layers.png
(1 px per um)
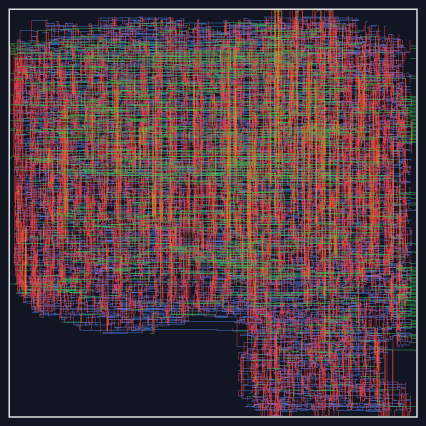
clock_nets.png
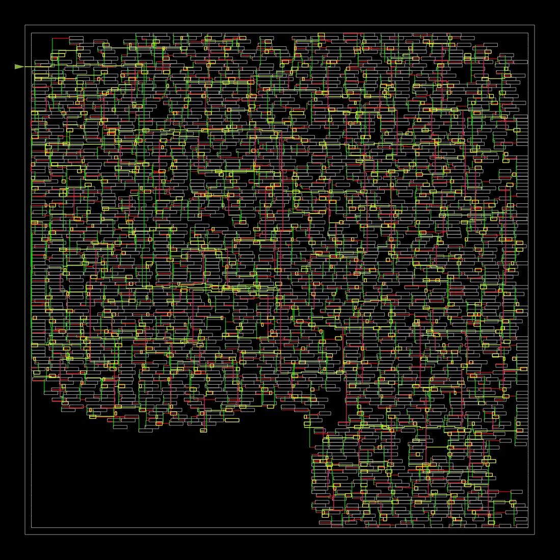
<file path="config.mk">
export PLATFORM = sky130hd
export DESIGN_NAME = icache_assoc
export DESIGN_NICKNAME = d
export VERILOG_FILES = /design/src/rtl/icache_assoc.sv
export SDC_FILE = /design/constraint.sdc
export NUM_CORES = 2
export LEC_CHECK = 0
export CORE_MARGIN = 5
export CORE_UTILIZATION = 61
export CTS_BUF_LIST = sky130_fd_sc_hd__clkbuf_2 sky130_fd_sc_hd__clkbuf_4 sky130_fd_sc_hd__clkbuf_8
export DETAILED_ROUTE_END_ITERATION = 6
export DONT_BUFFER_PORTS = 1
export PLACE_DENSITY = 0.77
export SLEW_MARGIN = 20
export SYNTH_ARGS = -nofsm -noshare
export SYNTH_HDL_FRONTEND = slang
export SYNTH_SLANG_ARGS = --single-unit
</file>
<file path="constraint.sdc">
create_clock -name clk -period 6.5 [get_ports clk]
set_input_delay 0.975 -clock clk [delete_from_list [all_inputs] [get_ports clk]]
set_output_delay 0.975 -clock clk [all_outputs]
set_load 0.005 [all_outputs]
</file>
<file path="src/rtl/icache_assoc.sv">
// Set-associative read-only instruction cache with multi-beat line refill,
// per-set round-robin replacement, flush and saturating hit/miss counters.
module icache_assoc #(
    parameter int ADDR_W     = 32,
    parameter int WAYS       = 2,
    parameter int SETS       = 4,
    parameter int LINE_WORDS = 8
) (
    input  logic              clk,
    input  logic              rst_n,
    input  logic              req_valid,
    input  logic [ADDR_W-1:0] req_addr,
    output logic              req_ready,
    output logic              resp_valid,
    output logic [31:0]       resp_data,
    input  logic              flush,
    output logic              mem_req,
    output logic [ADDR_W-1:0] mem_addr,
    input  logic              mem_rvalid,
    input  logic [31:0]       mem_rdata,
    output logic [31:0]       hit_cnt,
    output logic [31:0]       miss_cnt
);
    localparam int OFF_W = $clog2(LINE_WORDS);
    localparam int IDX_W = $clog2(SETS);
    localparam int TAG_W = ADDR_W - 2 - OFF_W - IDX_W;
    localparam int WAY_W = (WAYS > 1) ? $clog2(WAYS) : 1;
    localparam int SET_W = (SETS > 1) ? IDX_W : 1;
    localparam int LSB   = OFF_W + 2;

    typedef enum logic [1:0] {IDLE, LOOKUP, REFILL, RESP} state_t;

    state_t            state;
    logic [ADDR_W-1:0] addr;
    logic              live;
    logic              flush_pend;
    logic              use_rr;
    logic [OFF_W-1:0]  cnt;
    logic [WAY_W-1:0]  victim;
    logic [31:0]       line_word;

    logic [WAYS-1:0]   valid  [SETS];
    logic [WAY_W-1:0]  rr_ptr [SETS];
    logic [TAG_W-1:0]  tags   [WAYS][SETS];
    logic [31:0]       data   [WAYS][SETS][LINE_WORDS];

    logic [OFF_W-1:0]  off;
    logic [SET_W-1:0]  idx;
    logic [TAG_W-1:0]  tag;
    logic              last;
    logic              fill;
    logic              unused_bits;

    assign off  = addr[LSB-1:2];
    assign idx  = SET_W'(addr[ADDR_W-1:LSB]) & SET_W'(SETS - 1);
    assign tag  = addr[ADDR_W-1 -: TAG_W];
    assign last = (cnt == OFF_W'(LINE_WORDS - 1));
    assign fill = (state == REFILL) && mem_rvalid;
    assign unused_bits = ^{addr[1:0], req_addr[1:0]};

    // A pending or live flush blocks acceptance until the valid bits clear.
    assign req_ready = (state == IDLE) && live && !flush && !flush_pend;

    logic             hit;
    logic             any_inv;
    logic [WAY_W-1:0] hit_way;
    logic [WAY_W-1:0] inv_way;

    always_comb begin
        hit     = 1'b0;
        hit_way = '0;
        any_inv = 1'b0;
        inv_way = '0;
        for (int w = WAYS - 1; w >= 0; w--) begin
            if (valid[idx][w] && tags[w][idx] == tag) begin
                hit     = 1'b1;
                hit_way = WAY_W'(w);
            end
            if (!valid[idx][w]) begin
                any_inv = 1'b1;
                inv_way = WAY_W'(w);
            end
        end
    end

    always_ff @(posedge clk) begin
        if (fill) begin
            data[victim][idx][cnt] <= mem_rdata;
            if (last) tags[victim][idx] <= tag;
        end
    end

    always_ff @(posedge clk or negedge rst_n) begin
        if (!rst_n) begin
            state      <= IDLE;
            live       <= 1'b0;
            flush_pend <= 1'b0;
            addr       <= '0;
            cnt        <= '0;
            victim     <= '0;
            use_rr     <= 1'b0;
            line_word  <= '0;
            resp_valid <= 1'b0;
            resp_data  <= '0;
            mem_req    <= 1'b0;
            mem_addr   <= '0;
            hit_cnt    <= '0;
            miss_cnt   <= '0;
            for (int s = 0; s < SETS; s++) begin
                valid[s]  <= '0;
                rr_ptr[s] <= '0;
            end
        end else begin
            live       <= 1'b1;
            resp_valid <= 1'b0;
            if (flush && state != IDLE) flush_pend <= 1'b1;
            unique case (state)
                IDLE: begin
                    if (flush || flush_pend) begin
                        for (int s = 0; s < SETS; s++) valid[s] <= '0;
                        flush_pend <= 1'b0;
                    end else if (req_valid && req_ready) begin
                        addr  <= req_addr;
                        state <= LOOKUP;
                    end
                end
                LOOKUP: begin
                    if (hit) begin
                        resp_valid <= 1'b1;
                        resp_data  <= data[hit_way][idx][off];
                        if (hit_cnt != '1) hit_cnt <= hit_cnt + 32'd1;
                        state <= IDLE;
                    end else begin
                        victim   <= any_inv ? inv_way : rr_ptr[idx];
                        use_rr   <= !any_inv;
                        mem_req  <= 1'b1;
                        mem_addr <= {addr[ADDR_W-1:LSB], {LSB{1'b0}}};
                        if (miss_cnt != '1) miss_cnt <= miss_cnt + 32'd1;
                        cnt   <= '0;
                        state <= REFILL;
                    end
                end
                REFILL: begin
                    if (mem_rvalid) begin
                        if (cnt == off) line_word <= mem_rdata;
                        if (last) begin
                            valid[idx][victim] <= !(flush_pend || flush);
                            if (use_rr) begin
                                rr_ptr[idx] <= (rr_ptr[idx] == WAY_W'(WAYS - 1))
                                             ? '0 : rr_ptr[idx] + 1'b1;
                            end
                            mem_req <= 1'b0;
                            state   <= RESP;
                        end else begin
                            cnt <= cnt + 1'b1;
                        end
                    end
                end
                RESP: begin
                    resp_valid <= 1'b1;
                    resp_data  <= line_word;
                    state      <= IDLE;
                end
                default: state <= IDLE;
            endcase
        end
    end
endmodule

</file>
==> out/README.md <==
| Parameter | This run | Unit |
| --- | --- | --- |
| Run status | completed | - |
| Max Used Layer | met4 | - |
| Final wirelength | 251,000 | um |
| Count of plain and timing-repair buffers | 203 | - |
| Routing usage on met2 | 47.5 | % |
| Worst Reg-to-Reg Cells | 11 | - |
| Sw Ratio | 29.9 | % |
| AND-OR/OR-AND share of the synthesized area | 1.74 | % |
| Fillers | 9,137 | - |
| Worst-case setup slack after placement | 1.10 | ns |
| FF+latch area | 72,700 | um^2 |
| Most common cell after layout, fill and taps aside | edfxtp_1 | - |
| Total leakage power | 34.9 | nW |
| Fraction of standard cell area in multi-input logic | 20.7 | % |
| Destination of the worst register-to-register timing path | resp_data[5]$_DFFE_PN0P_ | - |
| Final period demand of the worst path | 5.49 | ns |
| Wl on met1 | 85,000 | um |
| Internal power | 0.0295 | W |
| Class of the most critical setup path | reg2reg | - |
| Worst Path Arrival | 6.39 | ns |
| CTS tree | yes | - |
| Class of the tightest hold or removal check | in2reg | - |
| Gr ovfl total | 0 | - |
| Largest area contributor in the netlist | edfxtp_1 | - |
| Share of total power in sequential cells | 45.0 | % |
| Sequential fraction of total cell area | 67.5 | % |
| Launch point of the worst hold path | mem_rdata[12] | - |
| Total length of routed met2 wires | 118,000 | um |
| Post-synth EDFFs | 2,248 | - |
| Maximum capacitance violations | 0 | - |
| Cell with the most instances after synthesis | edfxtp_1 | - |
| Fraction of the core area occupied by cells at floorplan | 61.3 | % |
| Clock group share of total power | 30.6 | % |
| Multi-input logic cell count | 1,858 | - |
| Crit path capture type | flip-flop | - |
| Met3 track demand over resource | 10.7 | % |
| Detailed-route via count | 49,600 | - |
| Buffer levels on the longest clock path | 4 | - |
| Core region area | 156,000 | um^2 |
| Clock tree root driver cell | clkbuf_8 | - |
| Final design area excluding fillers | 108,000 | um^2 |
| Detailed-routed wire length on met3 | 35,200 | um |
| Most used cells in the layout excluding fill and tap cells | 2,248 x edfxtp_1, 614 x mux4_2, 415 x clkbuf_8 | - |
| Antenna violations before repair | 12 | - |
| Count of antenna diodes in the layout | 9 | - |
| Number of buffers inserted by post-CTS setup repair | 0 | - |
| Detail-routed via count per cell | 6.79 | - |
| Yosys Chip Area | 95,800 | um^2 |
| Number of iterations in the first detailed-routing pass | 7 | - |
| Log Warnings | 44 | - |
| Launching element type of the critical path | flip-flop | - |
| Non-CTS inverters | 16 | - |
| Ordered list of cells on the worst path | buf_4 -> mux4_2 -> xnor2_1 -> nand4_1 -> nor4_2 -> nand3_4 -> nor2_4 -> buf_12 -> mux4_2 -> mux2i_1 -> o21ai_1 | - |
| Final worst path period share | 84.4 | % |
Notes on layers.png above:
legend:
  green:
    layer: M3
    wire_length: 35.2 mm
  blue:
    layer: M1
    wire_length: 85.0 mm
  orange:
    layer: M4
    wire_length: 12,900 um
  red:
    layer: M2
    wire_length: 118 mm

Notes on clock_nets.png above:
number of sinks driven by the clock tree: 2,456
number of flip-flops and latches: 2,456
worst-skew pair later-pin latency: 1.08 ns
Worst Skew: 0.0638 ns
number of buffers added by the clock tree synthesis step: 391

## power by group through the flow
stage / sequential, W / clock, W / combinational (W)
2_1_floorplan: 0.0186 / 0 / 0.00721
3_3_place_gp: 0.0192 / 0 / 0.00962
3_5_place_dp: 0.0193 / 0 / 0.00977
4_1_cts: 0.0190 / 0.0130 / 0.0102
5_1_grt: 0.0190 / 0.0138 / 0.0108
6_report: 0.0190 / 0.0129 / 0.0102
## sequential cells by signal (all words and copies together) (netlist names), 3 cells and up, named ones only
signal,flops
addr,30
cnt,3
data,2048
hit_cnt,32
line_word,32
mem_addr,27
miss_cnt,32
resp_data,32
rr_ptr,4
tags,200
valid,8
Power is estimated from default activity; no workload was simulated.
